### src/rtl/rf_ctrl_pkg.sv
`default_nettype none
// +-----------------------------------------------------------------------+
// | rf_ctrl_pkg                                                           |
// | Op and FSM state encodings shared by the register-access controller.  |
// | Rev 1.0                                                               |
// +-----------------------------------------------------------------------+
package rf_ctrl_pkg;

    typedef logic [1:0] op_t;
    typedef logic [2:0] state_t;

    localparam op_t C_OP_READ  = 2'b00;
    localparam op_t C_OP_WRITE = 2'b01;
    localparam op_t C_OP_MOVE  = 2'b10;
    localparam op_t C_OP_SWAP  = 2'b11;

    localparam state_t C_ST_IDLE = 3'd0;
    localparam state_t C_ST_PRE  = 3'd1;
    localparam state_t C_ST_RD   = 3'd2;
    localparam state_t C_ST_CAP  = 3'd3;
    localparam state_t C_ST_WR1  = 3'd4;
    localparam state_t C_ST_WR2  = 3'd5;
    localparam state_t C_ST_DONE = 3'd6;

endpackage : rf_ctrl_pkg
`default_nettype wire

### src/rtl/reg_access_ctrl_if.sv
`default_nettype none
// +-----------------------------------------------------------------------+
// | reg_access_ctrl_if                                                    |
// | Command/response bundle between a command source and the controller. |
// | Rev 1.0                                                               |
// +-----------------------------------------------------------------------+
interface reg_access_ctrl_if
    import rf_ctrl_pkg::*;
#(
    parameter int AW = 2,
    parameter int DW = 32
);
    logic          cmd_valid;
    logic          cmd_ready;
    op_t           cmd_op;
    logic [AW-1:0] cmd_a;
    logic [AW-1:0] cmd_b;
    logic [DW-1:0] cmd_imm;
    logic          done;
    logic [DW-1:0] result;

    modport master (
        output cmd_valid, cmd_op, cmd_a, cmd_b, cmd_imm,
        input  cmd_ready, done, result
    );

    modport slave (
        input  cmd_valid, cmd_op, cmd_a, cmd_b, cmd_imm,
        output cmd_ready, done, result
    );

endinterface : reg_access_ctrl_if
`default_nettype wire

### src/rtl/rf_wport_reg.sv
`default_nettype none
// +-----------------------------------------------------------------------+
// | rf_wport_reg                                                          |
// | Falling-edge register-file write port; outputs only move while clk is |
// | low so the register file can gate its clock with the write enable.    |
// | Rev 1.0                                                               |
// +-----------------------------------------------------------------------+
module rf_wport_reg #(
    parameter int AW = 2,
    parameter int DW = 32
) (
    input  wire           clk,
    input  wire           reset,
    input  wire           we_d,
    input  wire  [AW-1:0] wreg_d,
    input  wire  [DW-1:0] wdata_d,
    output logic          rf_we,
    output logic [AW-1:0] rf_wreg,
    output logic [DW-1:0] rf_wdata
);

    always_ff @(negedge clk or negedge reset) begin
        if (!reset) begin
            rf_we    <= 1'b0;
            rf_wreg  <= '0;
            rf_wdata <= '0;
        end else begin
            rf_we <= we_d;
            // Address/data hold their last value between writes.
            if (we_d) begin
                rf_wreg  <= wreg_d;
                rf_wdata <= wdata_d;
            end
        end
    end

endmodule : rf_wport_reg
`default_nettype wire

### src/rtl/reg_access_ctrl.sv
`default_nettype none
// +-----------------------------------------------------------------------+
// | reg_access_ctrl                                                       |
// | Sequences READ/WRITE/MOVE/SWAP commands onto a 2R1W register file.    |
// | Rev 1.0                                                               |
// +-----------------------------------------------------------------------+
module reg_access_ctrl
    import rf_ctrl_pkg::*;
#(
    parameter int AW = 2,
    parameter int DW = 32
) (
    input  wire              clk,
    input  wire              reset,
    reg_access_ctrl_if.slave cmd,
    output logic [AW-1:0]    rf_rreg1,
    output logic [AW-1:0]    rf_rreg2,
    input  wire  [DW-1:0]    rf_rdata1,
    input  wire  [DW-1:0]    rf_rdata2,
    output logic [AW-1:0]    rf_wreg,
    output logic [DW-1:0]    rf_wdata,
    output logic             rf_we
);

    state_t        r_state;
    op_t           r_op;
    logic [AW-1:0] r_a;
    logic [AW-1:0] r_b;
    logic [DW-1:0] r_imm;
    logic [DW-1:0] r_t1;
    logic [DW-1:0] r_t2;
    logic          r_done;
    logic [DW-1:0] r_result;

    logic          w_we;
    logic [AW-1:0] w_wreg;
    logic [DW-1:0] w_wdata;

    assign cmd.cmd_ready = (r_state == C_ST_IDLE);
    assign cmd.done      = r_done;
    assign cmd.result    = r_result;

    always_ff @(posedge clk or negedge reset) begin
        if (!reset) begin
            r_state  <= C_ST_IDLE;
            r_op     <= C_OP_READ;
            r_a      <= '0;
            r_b      <= '0;
            r_imm    <= '0;
            r_t1     <= '0;
            r_t2     <= '0;
            r_done   <= 1'b0;
            r_result <= '0;
            rf_rreg1 <= '0;
            rf_rreg2 <= '0;
        end else begin
            r_done <= 1'b0;
            case (r_state)
                C_ST_IDLE: begin
                    if (cmd.cmd_valid) begin
                        r_op  <= cmd.cmd_op;
                        r_a   <= cmd.cmd_a;
                        r_b   <= cmd.cmd_b;
                        r_imm <= cmd.cmd_imm;
                        if (cmd.cmd_op == C_OP_WRITE) begin
                            r_state <= C_ST_WR1;
                        end else begin
                            // Inverted selects first so the read mux always sees a change.
                            r_state  <= C_ST_PRE;
                            rf_rreg1 <= ~cmd.cmd_a;
                            rf_rreg2 <= ~cmd.cmd_b;
                        end
                    end
                end
                C_ST_PRE: begin
                    r_state  <= C_ST_RD;
                    rf_rreg1 <= r_a;
                    rf_rreg2 <= r_b;
                end
                C_ST_RD: begin
                    r_state <= C_ST_CAP;
                end
                C_ST_CAP: begin
                    r_t1    <= rf_rdata1;
                    r_t2    <= rf_rdata2;
                    r_state <= (r_op == C_OP_READ) ? C_ST_DONE : C_ST_WR1;
                end
                C_ST_WR1: begin
                    r_state <= (r_op == C_OP_SWAP) ? C_ST_WR2 : C_ST_DONE;
                end
                C_ST_WR2: begin
                    r_state <= C_ST_DONE;
                end
                C_ST_DONE: begin
                    r_state  <= C_ST_IDLE;
                    r_done   <= 1'b1;
                    r_result <= (r_op == C_OP_WRITE) ? r_imm : r_t1;
                end
                default: begin
                    r_state <= C_ST_IDLE;
                end
            endcase
        end
    end

    always_comb begin
        w_we    = 1'b0;
        w_wreg  = r_a;
        w_wdata = r_t1;
        case (r_state)
            C_ST_WR1: begin
                w_we = 1'b1;
                case (r_op)
                    C_OP_WRITE: w_wdata = r_imm;
                    C_OP_MOVE:  w_wreg  = r_b;
                    default:    w_wdata = r_t2;
                endcase
            end
            C_ST_WR2: begin
                w_we   = 1'b1;
                w_wreg = r_b;
            end
            default: ;
        endcase
    end

    rf_wport_reg #(
        .AW (AW),
        .DW (DW)
    ) u_wport (
        .clk      (clk),
        .reset    (reset),
        .we_d     (w_we),
        .wreg_d   (w_wreg),
        .wdata_d  (w_wdata),
        .rf_we    (rf_we),
        .rf_wreg  (rf_wreg),
        .rf_wdata (rf_wdata)
    );

endmodule : reg_access_ctrl
`default_nettype wire

### src/flat_wrapper.sv
// flat-port wrapper written by rule: the top's interface ports become plain ports
module reg_access_ctrl_flat import rf_ctrl_pkg::*;
#(
    parameter int AW = 2,
    parameter int DW = 32
)
  (clk, reset, rf_rreg1, rf_rreg2, rf_rdata1, rf_rdata2, rf_wreg, rf_wdata, rf_we, cmd_cmd_valid, cmd_cmd_op, cmd_cmd_a, cmd_cmd_b, cmd_cmd_imm, cmd_cmd_ready, cmd_done, cmd_result);
  reg_access_ctrl_if #(.AW(AW), .DW(DW)) cmd_i ();
  input  wire clk;
  input  wire reset;
  output logic [AW-1:0] rf_rreg1;
  output logic [AW-1:0] rf_rreg2;
  input  wire  [DW-1:0] rf_rdata1;
  input  wire  [DW-1:0] rf_rdata2;
  output logic [AW-1:0] rf_wreg;
  output logic [DW-1:0] rf_wdata;
  output logic rf_we;
  input wire logic [$bits(cmd_i.cmd_valid)-1:0] cmd_cmd_valid;
  input wire logic [$bits(cmd_i.cmd_op)-1:0] cmd_cmd_op;
  input wire logic [$bits(cmd_i.cmd_a)-1:0] cmd_cmd_a;
  input wire logic [$bits(cmd_i.cmd_b)-1:0] cmd_cmd_b;
  input wire logic [$bits(cmd_i.cmd_imm)-1:0] cmd_cmd_imm;
  output wire logic [$bits(cmd_i.cmd_ready)-1:0] cmd_cmd_ready;
  output wire logic [$bits(cmd_i.done)-1:0] cmd_done;
  output wire logic [$bits(cmd_i.result)-1:0] cmd_result;
  assign cmd_i.cmd_valid = cmd_cmd_valid;
  assign cmd_i.cmd_op = cmd_cmd_op;
  assign cmd_i.cmd_a = cmd_cmd_a;
  assign cmd_i.cmd_b = cmd_cmd_b;
  assign cmd_i.cmd_imm = cmd_cmd_imm;
  assign cmd_cmd_ready = cmd_i.cmd_ready;
  assign cmd_done = cmd_i.done;
  assign cmd_result = cmd_i.result;
  reg_access_ctrl #(.AW(AW), .DW(DW)) u_core (.clk(clk), .reset(reset), .cmd(cmd_i), .rf_rreg1(rf_rreg1), .rf_rreg2(rf_rreg2), .rf_rdata1(rf_rdata1), .rf_rdata2(rf_rdata2), .rf_wreg(rf_wreg), .rf_wdata(rf_wdata), .rf_we(rf_we));
endmodule
### config.mk
export PLATFORM = sky130hd
export DESIGN_NAME = reg_access_ctrl_flat
export DESIGN_NICKNAME = d
export VERILOG_FILES = /design/src/rtl/rf_ctrl_pkg.sv /design/src/rtl/reg_access_ctrl_if.sv /design/src/rtl/rf_wport_reg.sv /design/src/rtl/reg_access_ctrl.sv /design/src/flat_wrapper.sv
export SDC_FILE = /design/constraint.sdc
export NUM_CORES = 1
export LEC_CHECK = 0
export CAP_MARGIN = 20
export CORE_MARGIN = 2
export CORE_UTILIZATION = 35
export CTS_BUF_LIST = sky130_fd_sc_hd__clkbuf_4 sky130_fd_sc_hd__clkbuf_8
export DETAILED_ROUTE_END_ITERATION = 12
export GPL_ROUTABILITY_DRIVEN = 0
export PLACE_DENSITY = 0.61
export SYNTH_ARGS = -nofsm -noshare
export SYNTH_HDL_FRONTEND = slang
export SYNTH_SLANG_ARGS = --single-unit
### constraint.sdc
create_clock -name clk -period 2.5 [get_ports clk]
set_input_delay 0.5 -clock clk [delete_from_list [all_inputs] [get_ports clk]]
set_output_delay 0.5 -clock clk [all_outputs]
set_load 0.02 [all_outputs]
**Run 1: M4 wires**

Drawn at 2 px/um.
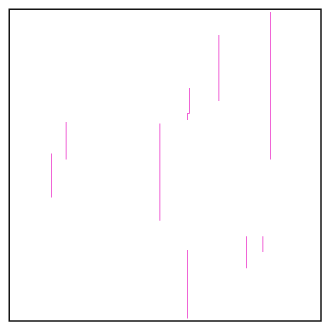
- longest straight run: 73.4 um
- nets with wire on the layer: 8
- main direction: vertical
- share of all routed wire: 1.1%
final WL: 23600 um
vias: 6234

**Run 1: pin placement**

Drawn at 2 px/um. Pins as bars across the die edge, other pins in gray.
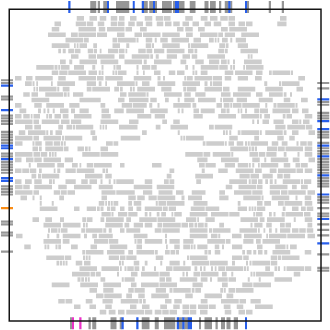
- blue: rf_rdata1 (pins 32; direction input; edge 9 top, 9 right, 7 left, 7 bottom)
- orange: cmd_cmd_ready (pins 1; direction output; edge left)
- magenta: rf_rreg2 (pins 2; direction output; edge bottom)
- all pins by edge: 51 top, 45 bottom, 45 right, 37 left
die span in x: 155 um
die height: 155 um
PortBufs: 177

==> impl_metrics.yaml, run 1 <==
# synthesis and place-and-route metrics
run_status:
  status: "finished, violations left"
  violations: "setup timing"
final_timing:
  hold_viol: 0
  rsz0062_at_grt: "true"
  finalWorstSetupSlack_ns: -0.315
  drv_slew: 0
  tightest_slew_ns: 0.492
  finalSetupViolations: 69
  tns_ns: -15.92
  relSlewSlack: 0.670
synthesis:
  ff_type: "dfrtp_1"
  area_leaders: "dfrtp_1 44%, dfrtn_1 11%, mux2_4 9.2%"
  edf_count: 0
  syn-cell-area_um2: 8000
  netlist_instances: 723
  syn_avg_cell_area_um2: 11.1
  synthArstFlopShare: 1.00
  top_area_frac: 0.444
  synth_flops: 177
  synth_nets: 832
  yosysChipArea_um2: 8000
  largest_area_cell: "dfrtp_1"
  ys_cells: 723
  synthDistinctLibCells: 33
  synth_seq_share: 0.554
  ys_warn_count: 0
pwr:
  fin_total_pwr_mw: 16.7
  ir_worst_vdd_mv: 0.656
  power.leakage_nw: 5.21
  p_per_area_nw_per_um2: 1440
route:
  drt_first_pass_iters: 4
  wl_met2_um: 11300
  avgViaCountPerCell: 5.00
  wl_met3_um: 875
  top_layer_used: "met4"
  drtIter0Drc: 292
  drc: 0
  post_drt_wl_per_cell_um: 18.9
  ant_nets: 0
  drt-met1-wl_um: 11100
global_routing:
  grt_pass1_wl_um: 37200
  grt_max_degree: 66
  grt-busiest-layer: "met2"
  met2_usage: 0.324
  overflow: 0
  grt_pass1_vias: 6457
  grt_util_met1: 0.281
  grt_usage: 0.201
  use_met3: 0.0396
  antenna_found_initial: 0
worst_setup_path:
  cp.required_ns: 1.49
  cp-end-kind: "flip-flop"
  start_kind: "flip-flop"
  arrival_ns: 1.80
  crit_type: "reg -> reg"
  critPathMaxFanout: 7
die:
  io_pins: 178
  fp_util: 0.355
  core_area_um2: 22500
  placementRows: 55
  dieArea_um2: 24100
worst_hold_path:
  hp-class: "in -> async"
clock_tree:
  clk_path_buf_depth: 2
  postCtsSetupBuffers: 15
  htree_levels: 4
  path_clk_slew_ns: 0.10
  cts_resized: 255
  clockRootBuffer: "clkbuf_8"
  cts_hold_buf: 1
  cts_tree: "built"
layout:
  fin_nets: 1058
  synthToLayoutAreaGrowth_pct: 44.8
  nFillCells: 1998
  n_antenna_cell: 0
  layout-drive-gt1-share: 0.298
  logic_area_um2: 3660
  seq_area_um2: 4430
  fin_cells: 1247
flow_run:
  openroad.warnings: 32
  drv_cap: 0
place:
  placed_cells: 1189
  hpwl_um: 15500
**Run 1: clock nets**

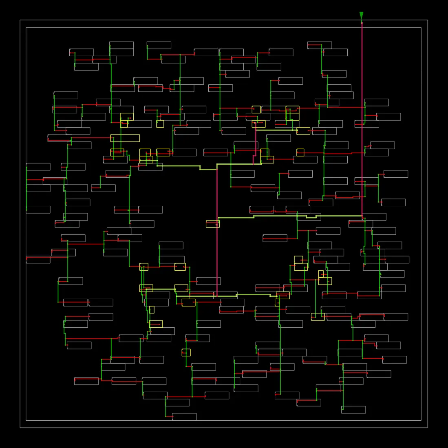
CTS buffer count: 17
clk_lat worst skew: 0.44 ns
clock sink total: 177
worst setup skew after layout: 0.0541 ns

-- run 1: cell type report --
type                       instances  area share
multi-input combinational        488       0.316
inverter                           5     0.00162
clock inverter                    13      0.0109
timing repair buffer             260       0.236
tap                              285      0.0308
clock buffer                      19      0.0220
sequential                       177       0.383
-- run 1: report_power, final --
group / switching [mW] / total, mW / internal [mW]
registers: 1.19 / 5.53 / 4.34
clock network: 1.10 / 1.95 / 0.850
logic: 4.39 / 9.21 / 4.82
-- run 1: stage by stage --
step	instance area (um2)	hold WS (ns)	util	setup slack (ns)
5_1_grt	11600	0.424	0.514	-0.407
6_report	11600	0.457	0.514	-0.315
3_3_place_gp	10600	0.364	0.470	-0.303
3_5_place_dp	10600	0.364	0.470	-0.353
2_1_floorplan	8180	0.204	-	-0.184
4_1_cts	11400	0.428	0.508	-0.351
-- run 1: cell families after synthesis --
group	count (synthesis)	share of synthesized area
flops	177	0.554
fa+ha+maj	4	0.00626
simple gates	221	0.114
buf+inv	58	0.0368
mux	98	0.156
compound gates	165	0.134
-- run 1: placed cells by master, fill, tap and decap left out, drive strengths merged --
cell / netlist / final
or4b: 1 / 1
ha: 4 / 4
dfrtn: 35 / 35
inv: 5 / 11
a221o: 4 / 4
o21ai: 47 / 47
a31oi: 1 / 1
dlygate4sd3: 0 / 1
a21oi: 46 / 46
clkdlybuf4s50: 0 / 140
bufinv: 0 / 1
o21a: 1 / 1
a311oi: 10 / 10
buf: 33 / 117
nand3b: 2 / 2
nand2b: 3 / 3
dfrtp: 142 / 142
or2: 1 / 1
clkinvlp: 0 / 2
mux2: 64 / 64
o221ai: 1 / 1
nor3: 7 / 7
a211o: 22 / 22
o2bb2ai: 10 / 10
clkbuf: 20 / 20
o31ai: 1 / 1
mux2i: 34 / 34
nor2b: 12 / 12
nor2: 48 / 48
nand2: 146 / 146
dlygate4sd2: 0 / 1
nor4b: 1 / 1
clkinv: 0 / 4
a22oi: 22 / 22
-- run 1: synthesized netlist by cell type (12+ instances only) --
| library cell | count |
|---|---|
| dfrtn_1 | 35 |
| mux2i_1 | 34 |
| a22oi_1 | 22 |
| mux2_4 | 49 |
| mux2_2 | 15 |
| nor2_1 | 47 |
| a211o_1 | 22 |
| buf_2 | 19 |
| nor2b_1 | 12 |
| a21oi_1 | 46 |
| nand2_1 | 146 |
| dfrtp_1 | 142 |
| o21ai_0 | 47 |
| clkbuf_1 | 20 |
-- run 1: final timing paths --
kind / to / slack (ns) / from / depth (start not counted)
setup / recovery: u_core.u_wport.rf_wdata[9] / -0.31 / u_core.r_op[0] / 6
hold reg to reg: u_core.u_wport.rf_wreg[0] / 0.46 / u_core.u_wport.rf_wreg[0] / 2
max in group asynchronous: u_core.u_wport.rf_wdata[31] / 0.39 / reset / 3
min in group clk: u_core.u_wport.rf_wreg[0] / 0.46 / u_core.u_wport.rf_wreg[0] / 2
setup reg to reg: u_core.u_wport.rf_wdata[9] / -0.31 / u_core.r_op[0] / 6
hold / removal: u_core.r_t2[13] / 0.46 / reset / 2
-- run 1: critical path, cell delays in order (launching register included) --
cell	delay, ns
dfrtp_1	0.38
inv_2	0.07
ha_4	0.38
buf_12	0.17
nor2b_1	0.06
a311oi_2	0.22
o2bb2ai_1	0.09
==> run 1 -> run 2 <==
--- a/config.mk
+++ b/config.mk
@@ -12,6 +12,7 @@
 export DETAILED_ROUTE_END_ITERATION = 12
 export GPL_ROUTABILITY_DRIVEN = 0
 export PLACE_DENSITY = 0.61
+export SLEW_MARGIN = 40
 export SYNTH_ARGS = -nofsm -noshare
 export SYNTH_HDL_FRONTEND = slang
 export SYNTH_SLANG_ARGS = --single-unit
==> impl_metrics.yaml, run 2 <==
# synthesis and place-and-route metrics
run_status:
  status: "finished, violations left"
  violations: "setup timing"
synthesis:
  syn_avg_cell_area_um2: 11.1
  ff_type: "dfrtp_1"
  top_area_frac: 0.444
  netlist_instances: 723
  edf_count: 0
  yosysMostFrequentCell: "nand2_1"
  syn-cell-area_um2: 8000
  synth_nets: 832
  ys_cells: 723
  synth_seq_share: 0.554
  synthDistinctLibCells: 33
  largest_area_cell: "dfrtp_1"
  synthArstFlopShare: 1.00
  yosysChipArea_um2: 8000
  top_cells_by_count: "146 x nand2_1, 142 x dfrtp_1, 49 x mux2_4"
  ys_warn_count: 0
  synth_flops: 177
  area_leaders: "dfrtp_1 44%, dfrtn_1 11%, mux2_4 9.2%"
final_timing:
  rsz0062_at_grt: "true"
  finalSetupViolations: 69
  tns_ns: -15.92
  holdWs_ns: 0.457
  relSlewSlack: 0.670
  hold_viol: 0
  finalWorstSetupSlack_ns: -0.315
  skew_ns: 0.0541
  tightest_slew_ns: 0.492
  drv_slew: 0
pwr:
  power.leakage_nw: 5.21
  p_per_area_nw_per_um2: 1440
  ir_worst_vdd_mv: 0.656
  fin_total_pwr_mw: 16.7
route:
  ant_nets: 0
  avgViaCountPerCell: 5.00
  drt_first_pass_iters: 4
  post_drt_wl_per_cell_um: 18.9
  vias: 6234
  routed_wl_um: 23600
  drc: 0
  drtIter0Drc: 292
clock_tree:
  path_clk_slew_ns: 0.10
  cts_tree: "built"
  numCtsBuffers: 17
  htree_levels: 4
  clockRootBuffer: "clkbuf_8"
  clk_path_buf_depth: 2
  clkLatencyLatePin_ns: 0.44
  clkSinkCount: 177
layout:
  fin_nets: 1058
  layout_top_cells: "146 x nand2_1, 141 x dfrtp_1, 140 x clkdlybuf4s50_1"
  seq_area_um2: 4430
  n_antenna_cell: 0
  lay_top_count: "nand2_1"
  logic_area_um2: 3660
  fin_cells: 1247
  layout-drive-gt1-share: 0.298
  nFillCells: 1998
  synthToLayoutAreaGrowth_pct: 44.8
worst_hold_path:
  hp-class: "in -> async"
die:
  fp.dieW_um: 155
  fp_util: 0.355
  fp.dieH_um: 155
  dieArea_um2: 24100
  placementRows: 55
  core_area_um2: 22500
  io_pins: 178
worst_setup_path:
  arrival_ns: 1.80
  cp-end-kind: "flip-flop"
  crit_type: "reg -> reg"
  start_kind: "flip-flop"
  critPathMaxFanout: 7
  r2r_start: "u_core.r_op[0]"
  setup.worst_path.start: "u_core.r_op[0]"
  cp.required_ns: 1.49
global_routing:
  antenna_found_initial: 0
  grt_pass1_vias: 6457
  grt_pass1_wl_um: 37200
  grt_usage: 0.201
  overflow: 0
  grt_max_degree: 66
place:
  portBuffers: 177
  placed_cells: 1189
  hpwl_um: 15500
  dp_slack_ns: -0.353
flow_run:
  drv_cap: 0
  openroad.warnings: 32
## run 2: cell counts in the layout (fill, tap and decap cells not counted)
No cell type changed its count.
## run 2: critical path, stage by stage (launching register included)
cell and delay (ns):
dfrtp_1 0.38, inv_2 0.07, ha_4 0.38, buf_12 0.17
nor2b_1 0.06, a311oi_2 0.22, o2bb2ai_1 0.09
## run 2: final timing paths
kind	endpoint	slack, ns	cells after the start
worst max-delay path	u_core.u_wport.rf_wdata[9]	-0.31	6
worst min-delay path	u_core.r_t2[13]	0.46	2
worst max register to register	u_core.u_wport.rf_wdata[9]	-0.31	6
worst min register to register	u_core.u_wport.rf_wreg[0]	0.46	2
max in group asynchronous	u_core.u_wport.rf_wdata[31]	0.39	3
min in group clk	u_core.u_wport.rf_wreg[0]	0.46	2
## run 2: routing by layer
| layer | wire length, um | share of wire | global-route usage | up-vias |
|---|---|---|---|---|
| met5 | 0 | 0 | 0 | - |
| met4 | 268 | 0.011 | 0.0459 | 0 |
| met3 | 875 | 0.037 | 0.0396 | 21 |
| met2 | 11300 | 0.48 | 0.324 | 136 |
| met1 | 11100 | 0.47 | 0.281 | 3101 |
| li1 | - | - | - | 2976 |
## run 2: stage by stage
stage                     instance area (um2)   util
after floorplan                          8180      -
final                                   11600  0.514
after detailed placement                10600  0.470
after global routing                    11600  0.514
after global placement                  10600  0.470
after CTS                               11400  0.508
## run 2: cell type report
cell class	count	share of cell area
clock buffer	19	0.0220
tap	285	0.0308
sequential	177	0.383
inverter	5	0.00162
timing repair buffer	260	0.236
multi-input combinational	488	0.316
clock inverter	13	0.0109
## run 2: cell families after synthesis
kind of cell,share of synthesized area
compound gates,0.134
simple gates,0.114
mux,0.156
buf+inv,0.0368
fa+ha+maj,0.00626
flops,0.554
## run 2: power breakdown
group | internal (mW) | switching [mW]
logic | 4.82 | 4.39
clock network | 0.850 | 1.10
registers | 4.34 | 1.19
total | 10.0 | 6.67
## run 2: timing repair
item | CTS | global route
hold buffers | 1 | 0
resized | 255 | 36
setup endpoints to repair | 71 | 69
cloned | 4 | 0
pin swaps | 31 | 29
endpoints found under the hold margin | 8 | 0
setup buffers | 15 | 8
**Run 2: pin placement**

Drawn at 2 px/um. Pins as bars across the die edge, other pins in gray.
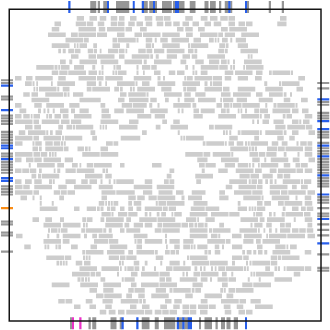
- orange: cmd_cmd_ready (pins 1; direction output; edge left)
- blue: rf_rdata1 (pins 32; direction input; edge 9 top, 9 right, 7 left, 7 bottom)
- magenta: rf_rreg2 (pins 2; direction output; edge bottom)
- all pins by edge: 51 top, 45 bottom, 45 right, 37 left

**Run 2: M4 wires**

Drawn at 2 px/um.
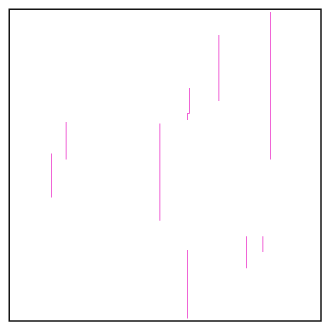
- longest straight run: 73.4 um
- wire length on this layer: 268 um
- nets with wire on the layer: 8

Power is estimated from default activity; no workload was simulated.
